<file path="config.mk">
export PLATFORM = sky130hd
export DESIGN_NAME = mmcm_drp_reconfig
export DESIGN_NICKNAME = d
export VERILOG_FILES = /design/src/rtl/mmcm_drp_pkg.sv /design/src/rtl/mmcm_drp_reconfig.sv
export SDC_FILE = /design/constraint.sdc
export NUM_CORES = 1
export LEC_CHECK = 0
export ABC_CLOCK_PERIOD_IN_PS = 5100
export CORE_ASPECT_RATIO = 0.9
export CORE_MARGIN = 2
export CORE_UTILIZATION = 45
export CTS_BUF_LIST = sky130_fd_sc_hd__clkbuf_4 sky130_fd_sc_hd__clkbuf_8
export CTS_CLUSTER_SIZE = 16
export DETAILED_ROUTE_END_ITERATION = 12
export PLACE_DENSITY = 0.72
export SYNTH_ARGS = -nofsm -noshare
export SYNTH_HDL_FRONTEND = slang
export SYNTH_SLANG_ARGS = --single-unit
</file>
<file path="constraint.sdc">
create_clock -name clk -period 5.1 [get_ports clk]
set_clock_uncertainty 0.15 [all_clocks]
set_input_delay 0.765 -clock clk [delete_from_list [all_inputs] [get_ports clk]]
set_output_delay 0.765 -clock clk [all_outputs]
set_load 0.02 [all_outputs]
</file>
<file path="src/rtl/mmcm_drp_pkg.sv">
// Shared types and constants for the MMCM DRP reconfiguration initiator.
// A table entry is {addr[38:32], mask[31:16], data[15:0]}.
package mmcm_drp_pkg;

    localparam int DRP_AW = 7;
    localparam int DRP_DW = 16;

    localparam int ENT_ADDR = 32;
    localparam int ENT_MASK = 16;
    localparam int ENT_DATA = 0;

    localparam logic [1:0] ERR_NONE = 2'd0;
    localparam logic [1:0] ERR_DRDY = 2'd1;
    localparam logic [1:0] ERR_LOCK = 2'd2;

    typedef enum logic [3:0] {
        S_IDLE,
        S_HOLD_RST,
        S_FETCH,
        S_READ,
        S_WAIT_RD,
        S_WRITE,
        S_WAIT_WR,
        S_RELEASE,
        S_WAIT_LOCK
    } state_e;

    // Mask bit 1 keeps the bit read back from the MMCM, 0 takes the table bit.
    function automatic logic [DRP_DW-1:0] merge_word(input logic [DRP_DW-1:0] rd,
                                                     input logic [DRP_DW-1:0] mask,
                                                     input logic [DRP_DW-1:0] data);
        return (rd & mask) | (data & ~mask);
    endfunction

endpackage

</file>
<file path="src/rtl/mmcm_drp_reconfig.sv">
// DRP initiator: holds the MMCM in reset, read-modify-writes each table entry,
// then releases reset and waits for lock, reporting done or a sticky error.
module mmcm_drp_reconfig
    import mmcm_drp_pkg::*;
#(
    parameter int NUM_ENTRIES  = 23,
    parameter int ROM_AW       = 5,
    parameter int RST_HOLD     = 4,
    parameter int DRDY_TIMEOUT = 63,
    parameter int LOCK_TIMEOUT = 65535
) (
    input  logic              clk,
    input  logic              rst_n,
    input  logic              start,
    output logic              busy,
    output logic              done,
    output logic              error,
    output logic [1:0]        err_code,
    output logic [ROM_AW-1:0] rom_addr,
    input  logic [38:0]       rom_data,
    output logic [DRP_AW-1:0] daddr,
    output logic              den,
    output logic              dwe,
    output logic [DRP_DW-1:0] di,
    input  logic [DRP_DW-1:0] do_i,
    input  logic              drdy,
    output logic              mmcm_rst,
    input  logic              locked
);

    state_e              state_q, state_d;
    logic [15:0]         cnt_q, cnt_d;
    logic [ROM_AW-1:0]   idx_q, idx_d;
    logic [ROM_AW-1:0]   rom_addr_q, rom_addr_d;
    logic [DRP_DW-1:0]   mask_q, mask_d;
    logic [DRP_DW-1:0]   wdata_q, wdata_d;
    logic [DRP_AW-1:0]   daddr_q, daddr_d;
    logic [DRP_DW-1:0]   di_q, di_d;
    logic                den_q, den_d;
    logic                dwe_q, dwe_d;
    logic                busy_q, busy_d;
    logic                done_q, done_d;
    logic                error_q, error_d;
    logic [1:0]          err_code_q, err_code_d;
    logic                mmcm_rst_q, mmcm_rst_d;
    logic                fin_q, fin_d;
    logic                lock_s1_q, lock_s2_q;

    always_ff @(posedge clk or negedge rst_n) begin
        if (!rst_n) begin
            lock_s1_q <= 1'b0;
            lock_s2_q <= 1'b0;
        end else begin
            lock_s1_q <= locked;
            lock_s2_q <= lock_s1_q;
        end
    end

    // fin_q marks the done/error cycle so a start landing there is dropped.
    always_comb begin
        state_d    = state_q;
        cnt_d      = cnt_q;
        idx_d      = idx_q;
        rom_addr_d = rom_addr_q;
        mask_d     = mask_q;
        wdata_d    = wdata_q;
        daddr_d    = daddr_q;
        di_d       = di_q;
        den_d      = 1'b0;
        dwe_d      = 1'b0;
        busy_d     = busy_q;
        done_d     = 1'b0;
        error_d    = error_q;
        err_code_d = err_code_q;
        mmcm_rst_d = mmcm_rst_q;
        fin_d      = 1'b0;

        case (state_q)
            S_IDLE: begin
                if (start && !fin_q) begin
                    error_d    = 1'b0;
                    err_code_d = ERR_NONE;
                    busy_d     = 1'b1;
                    mmcm_rst_d = 1'b1;
                    idx_d      = '0;
                    cnt_d      = '0;
                    state_d    = S_HOLD_RST;
                end
            end
            S_HOLD_RST: begin
                if (cnt_q >= 16'(RST_HOLD - 1)) begin
                    cnt_d      = '0;
                    rom_addr_d = idx_q;
                    state_d    = S_FETCH;
                end else begin
                    cnt_d = cnt_q + 16'd1;
                end
            end
            S_FETCH: begin
                if (cnt_q == 16'd0) begin
                    cnt_d = 16'd1;
                end else begin
                    daddr_d = rom_data[ENT_ADDR +: DRP_AW];
                    mask_d  = rom_data[ENT_MASK +: DRP_DW];
                    wdata_d = rom_data[ENT_DATA +: DRP_DW];
                    den_d   = 1'b1;
                    state_d = S_READ;
                end
            end
            S_READ: begin
                cnt_d   = 16'd1;
                state_d = S_WAIT_RD;
            end
            S_WAIT_RD: begin
                if (drdy) begin
                    di_d    = merge_word(do_i, mask_q, wdata_q);
                    den_d   = 1'b1;
                    dwe_d   = 1'b1;
                    state_d = S_WRITE;
                end else if (cnt_q == 16'(DRDY_TIMEOUT)) begin
                    error_d    = 1'b1;
                    err_code_d = ERR_DRDY;
                    busy_d     = 1'b0;
                    fin_d      = 1'b1;
                    state_d    = S_IDLE;
                end else begin
                    cnt_d = cnt_q + 16'd1;
                end
            end
            S_WRITE: begin
                cnt_d   = 16'd1;
                state_d = S_WAIT_WR;
            end
            S_WAIT_WR: begin
                if (drdy) begin
                    if (idx_q == ROM_AW'(NUM_ENTRIES - 1)) begin
                        mmcm_rst_d = 1'b0;
                        state_d    = S_RELEASE;
                    end else begin
                        idx_d      = idx_q + ROM_AW'(1);
                        rom_addr_d = idx_q + ROM_AW'(1);
                        cnt_d      = '0;
                        state_d    = S_FETCH;
                    end
                end else if (cnt_q == 16'(DRDY_TIMEOUT)) begin
                    // MMCM stays in reset: its configuration is only partly written.
                    error_d    = 1'b1;
                    err_code_d = ERR_DRDY;
                    busy_d     = 1'b0;
                    fin_d      = 1'b1;
                    state_d    = S_IDLE;
                end else begin
                    cnt_d = cnt_q + 16'd1;
                end
            end
            S_RELEASE: begin
                cnt_d   = 16'd1;
                state_d = S_WAIT_LOCK;
            end
            S_WAIT_LOCK: begin
                if (lock_s2_q) begin
                    done_d  = 1'b1;
                    busy_d  = 1'b0;
                    fin_d   = 1'b1;
                    state_d = S_IDLE;
                end else if (cnt_q == 16'(LOCK_TIMEOUT)) begin
                    error_d    = 1'b1;
                    err_code_d = ERR_LOCK;
                    busy_d     = 1'b0;
                    fin_d      = 1'b1;
                    state_d    = S_IDLE;
                end else begin
                    cnt_d = cnt_q + 16'd1;
                end
            end
            default: state_d = S_IDLE;
        endcase
    end

    always_ff @(posedge clk or negedge rst_n) begin
        if (!rst_n) begin
            state_q    <= S_IDLE;
            cnt_q      <= '0;
            idx_q      <= '0;
            rom_addr_q <= '0;
            mask_q     <= '0;
            wdata_q    <= '0;
            daddr_q    <= '0;
            di_q       <= '0;
            den_q      <= 1'b0;
            dwe_q      <= 1'b0;
            busy_q     <= 1'b0;
            done_q     <= 1'b0;
            error_q    <= 1'b0;
            err_code_q <= ERR_NONE;
            mmcm_rst_q <= 1'b0;
            fin_q      <= 1'b0;
        end else begin
            state_q    <= state_d;
            cnt_q      <= cnt_d;
            idx_q      <= idx_d;
            rom_addr_q <= rom_addr_d;
            mask_q     <= mask_d;
            wdata_q    <= wdata_d;
            daddr_q    <= daddr_d;
            di_q       <= di_d;
            den_q      <= den_d;
            dwe_q      <= dwe_d;
            busy_q     <= busy_d;
            done_q     <= done_d;
            error_q    <= error_d;
            err_code_q <= err_code_d;
            mmcm_rst_q <= mmcm_rst_d;
            fin_q      <= fin_d;
        end
    end

    assign busy     = busy_q;
    assign done     = done_q;
    assign error    = error_q;
    assign err_code = err_code_q;
    assign rom_addr = rom_addr_q;
    assign daddr    = daddr_q;
    assign den      = den_q;
    assign dwe      = dwe_q;
    assign di       = di_q;
    assign mmcm_rst = mmcm_rst_q;

endmodule

</file>
==> images/clocks.png <==
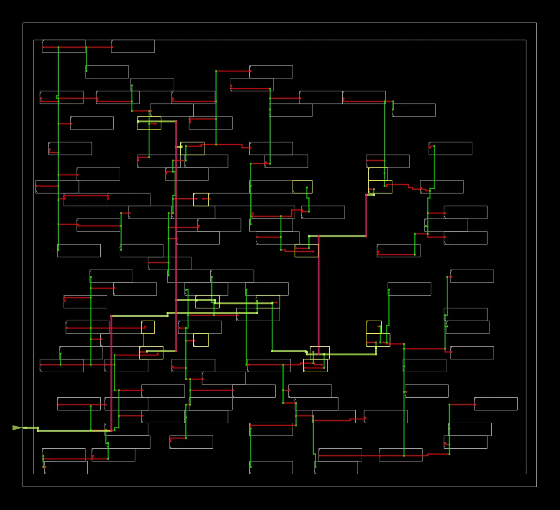
clock buffer count in the final layout: 10
sequential cell count: 96

==> images/logic_types.png <==
Bar = 20 um.
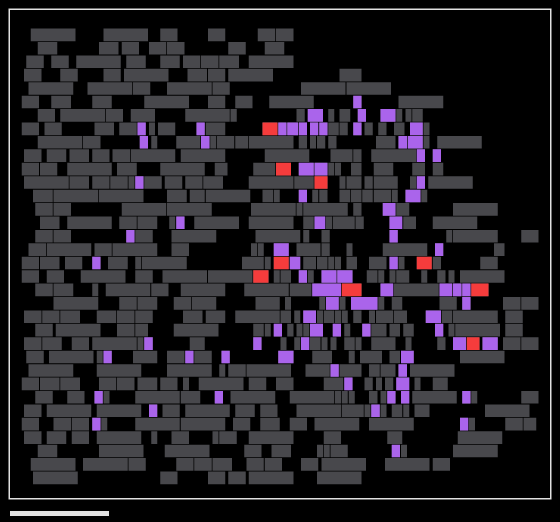
color	family	cells
purple	aoi and oai cells	78
red	non-inverting ao/oa cells	9
number of non-filler instances in the completed layout: 637
most instantiated logic cell after routing: sky130_fd_sc_hd__dfrtp_1
multi-input logic portion of the cell area: 0.345

==> deck_impl_summary.md <==
Key Metrics from the Run

Final layout
  • Number of multi-input combinational cells in the layout: 288
  • Clock buf/inv share: 0.0333
  • Number of non-clock inverters: 13
  • Dominant kind of cell by area: flip-flops and latches

Global routing
  • Number of global-route vias before repair: 3622
  • Number of antenna violations at the first check in global routing: 0
  • Met3 track utilization from global routing: 0.0807
  • Met1 global-route usage: 0.266

Critical path
  • Cells along the critical path: ha_1, nand3_1, or4_4, o31a_1, nand3_2, nor2_1, a22o_1
  • Worst r2r path cells: 7
  • Critical Path Slowest Stage Cell: sky130_fd_sc_hd__or4_4
  • Kind of end point of the critical path: flop
  • Startpoint of the lowest-slack register-to-register path: cnt_q[0]$_DFFE_PN0P_
  • Buf+Inv Stages, Crit Path: 0
  • Depth of the critical timing path with buffers and inverters included: 7
  • Setup slack of the worst register-to-register path: 2.21 ns
  • Delay-heaviest family, CP: simple AND/OR/NAND/NOR gates
  • Critical setup path kind: reg2reg
  • Crit path largest cell delay: 0.60 ns

Clock tree
  • Clock buffer count from CTS: 9
  • Maximum level of the CTS H-tree: 3
  • Clock tree from TritonCTS: done
  • Post-CTS Hold Buffers: 0
  • Clock Pin Slew Worst Setup and Hold Paths: 0.10 ns
  • Number of clock sinks seen by CTS: 96
  • Post-CTS setup repair buffer count: 0
  • PostCTS Resize Cnt: 0

Place
  • Post-placement worst setup slack: 1.94 ns
  • Final weighted congestion in routability-driven placement: 0.875
  • Cell area after placement: 5570 sq um
  • Input/output buffers: 95

Logic synthesis
  • Floorplan Nets: 477
  • Number of cells produced by synthesis: 411
  • Synth Warn #: 0
  • YS chip area: 4500 sq um
  • Ys async rst share: 1.00
  • Number of enable-type register cells in the synthesized netlist: 0
  • Most frequently used cell type in the post-synthesis netlist: sky130_fd_sc_hd__dfrtp_1
  • Dominant kind of combinational cell: simple AND/OR/NAND/NOR gates
  • Registers, synthesis: 96
  • Adder Area Share: 0.0167
  • AO/OA Area Share: 0.126
  • Max-area cell share: 0.534
  • Most used DFF post-synth: sky130_fd_sc_hd__dfrtp_1

Run
  • # Max-Cap Violations: 0

STA
  • Count of endpoints failing hold in the final timing report: 0
  • Setup violators final: 0
  • Final count of pins violating max slew: 0
  • Minimum hold slack: 0.216 ns

Floorplanning
  • I/O Pins: 96
  • Total die area: 10800 sq um

Power and ir drop
  • Share of total power consumed by net switching: 0.388
  • Switch Pwr: 1200 uW
  • Pwr dens: 537 nW/um^2
  • Power attributed to combinational cells: 1360 uW
  • Part of the power in the clock network: 0.158
  • Clock network power: 490 uW

Route
  • Detailed-route wire length on metal 1: 4400 um
  • Length of routed met2 wiring: 4610 um
  • Remaining antenna violation count: 0
  • Post-detailed-route DRC marker count: 0
  • Detail Route met3 WL: 918 um
  • Uppermost signal routing layer after detailed routing: met4
  • Detailed router's first-iteration violation count: 134

Outcome
  • Result of the run: finished clean
==> images/wires.png <==
Only two layers are drawn.
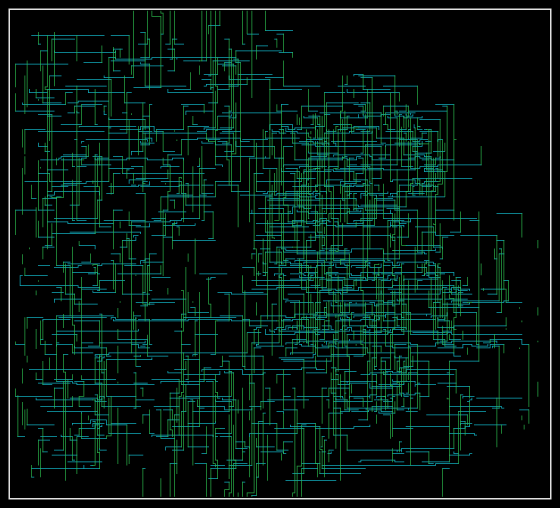
color	layer	wire length
green	metal 2	4610 um
cyan	metal 1	4400 um

==> images/flops_by_reg.png <==
Bar = 20 um.
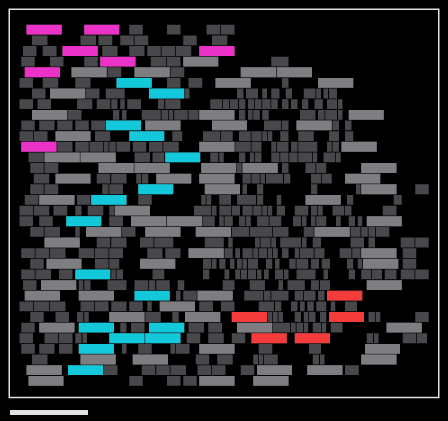
color	netlist name	flops
red	idx_q	5
cyan	di	16
magenta	daddr	7
not colored	68
power of the sequential group: 1240 uW
sequential share of cell area: 0.417
core utilization of the finished layout: 0.594
area of all sequential standard cells: 2400 sq um

No activity file was given, so power comes from the tool's default toggle rates.
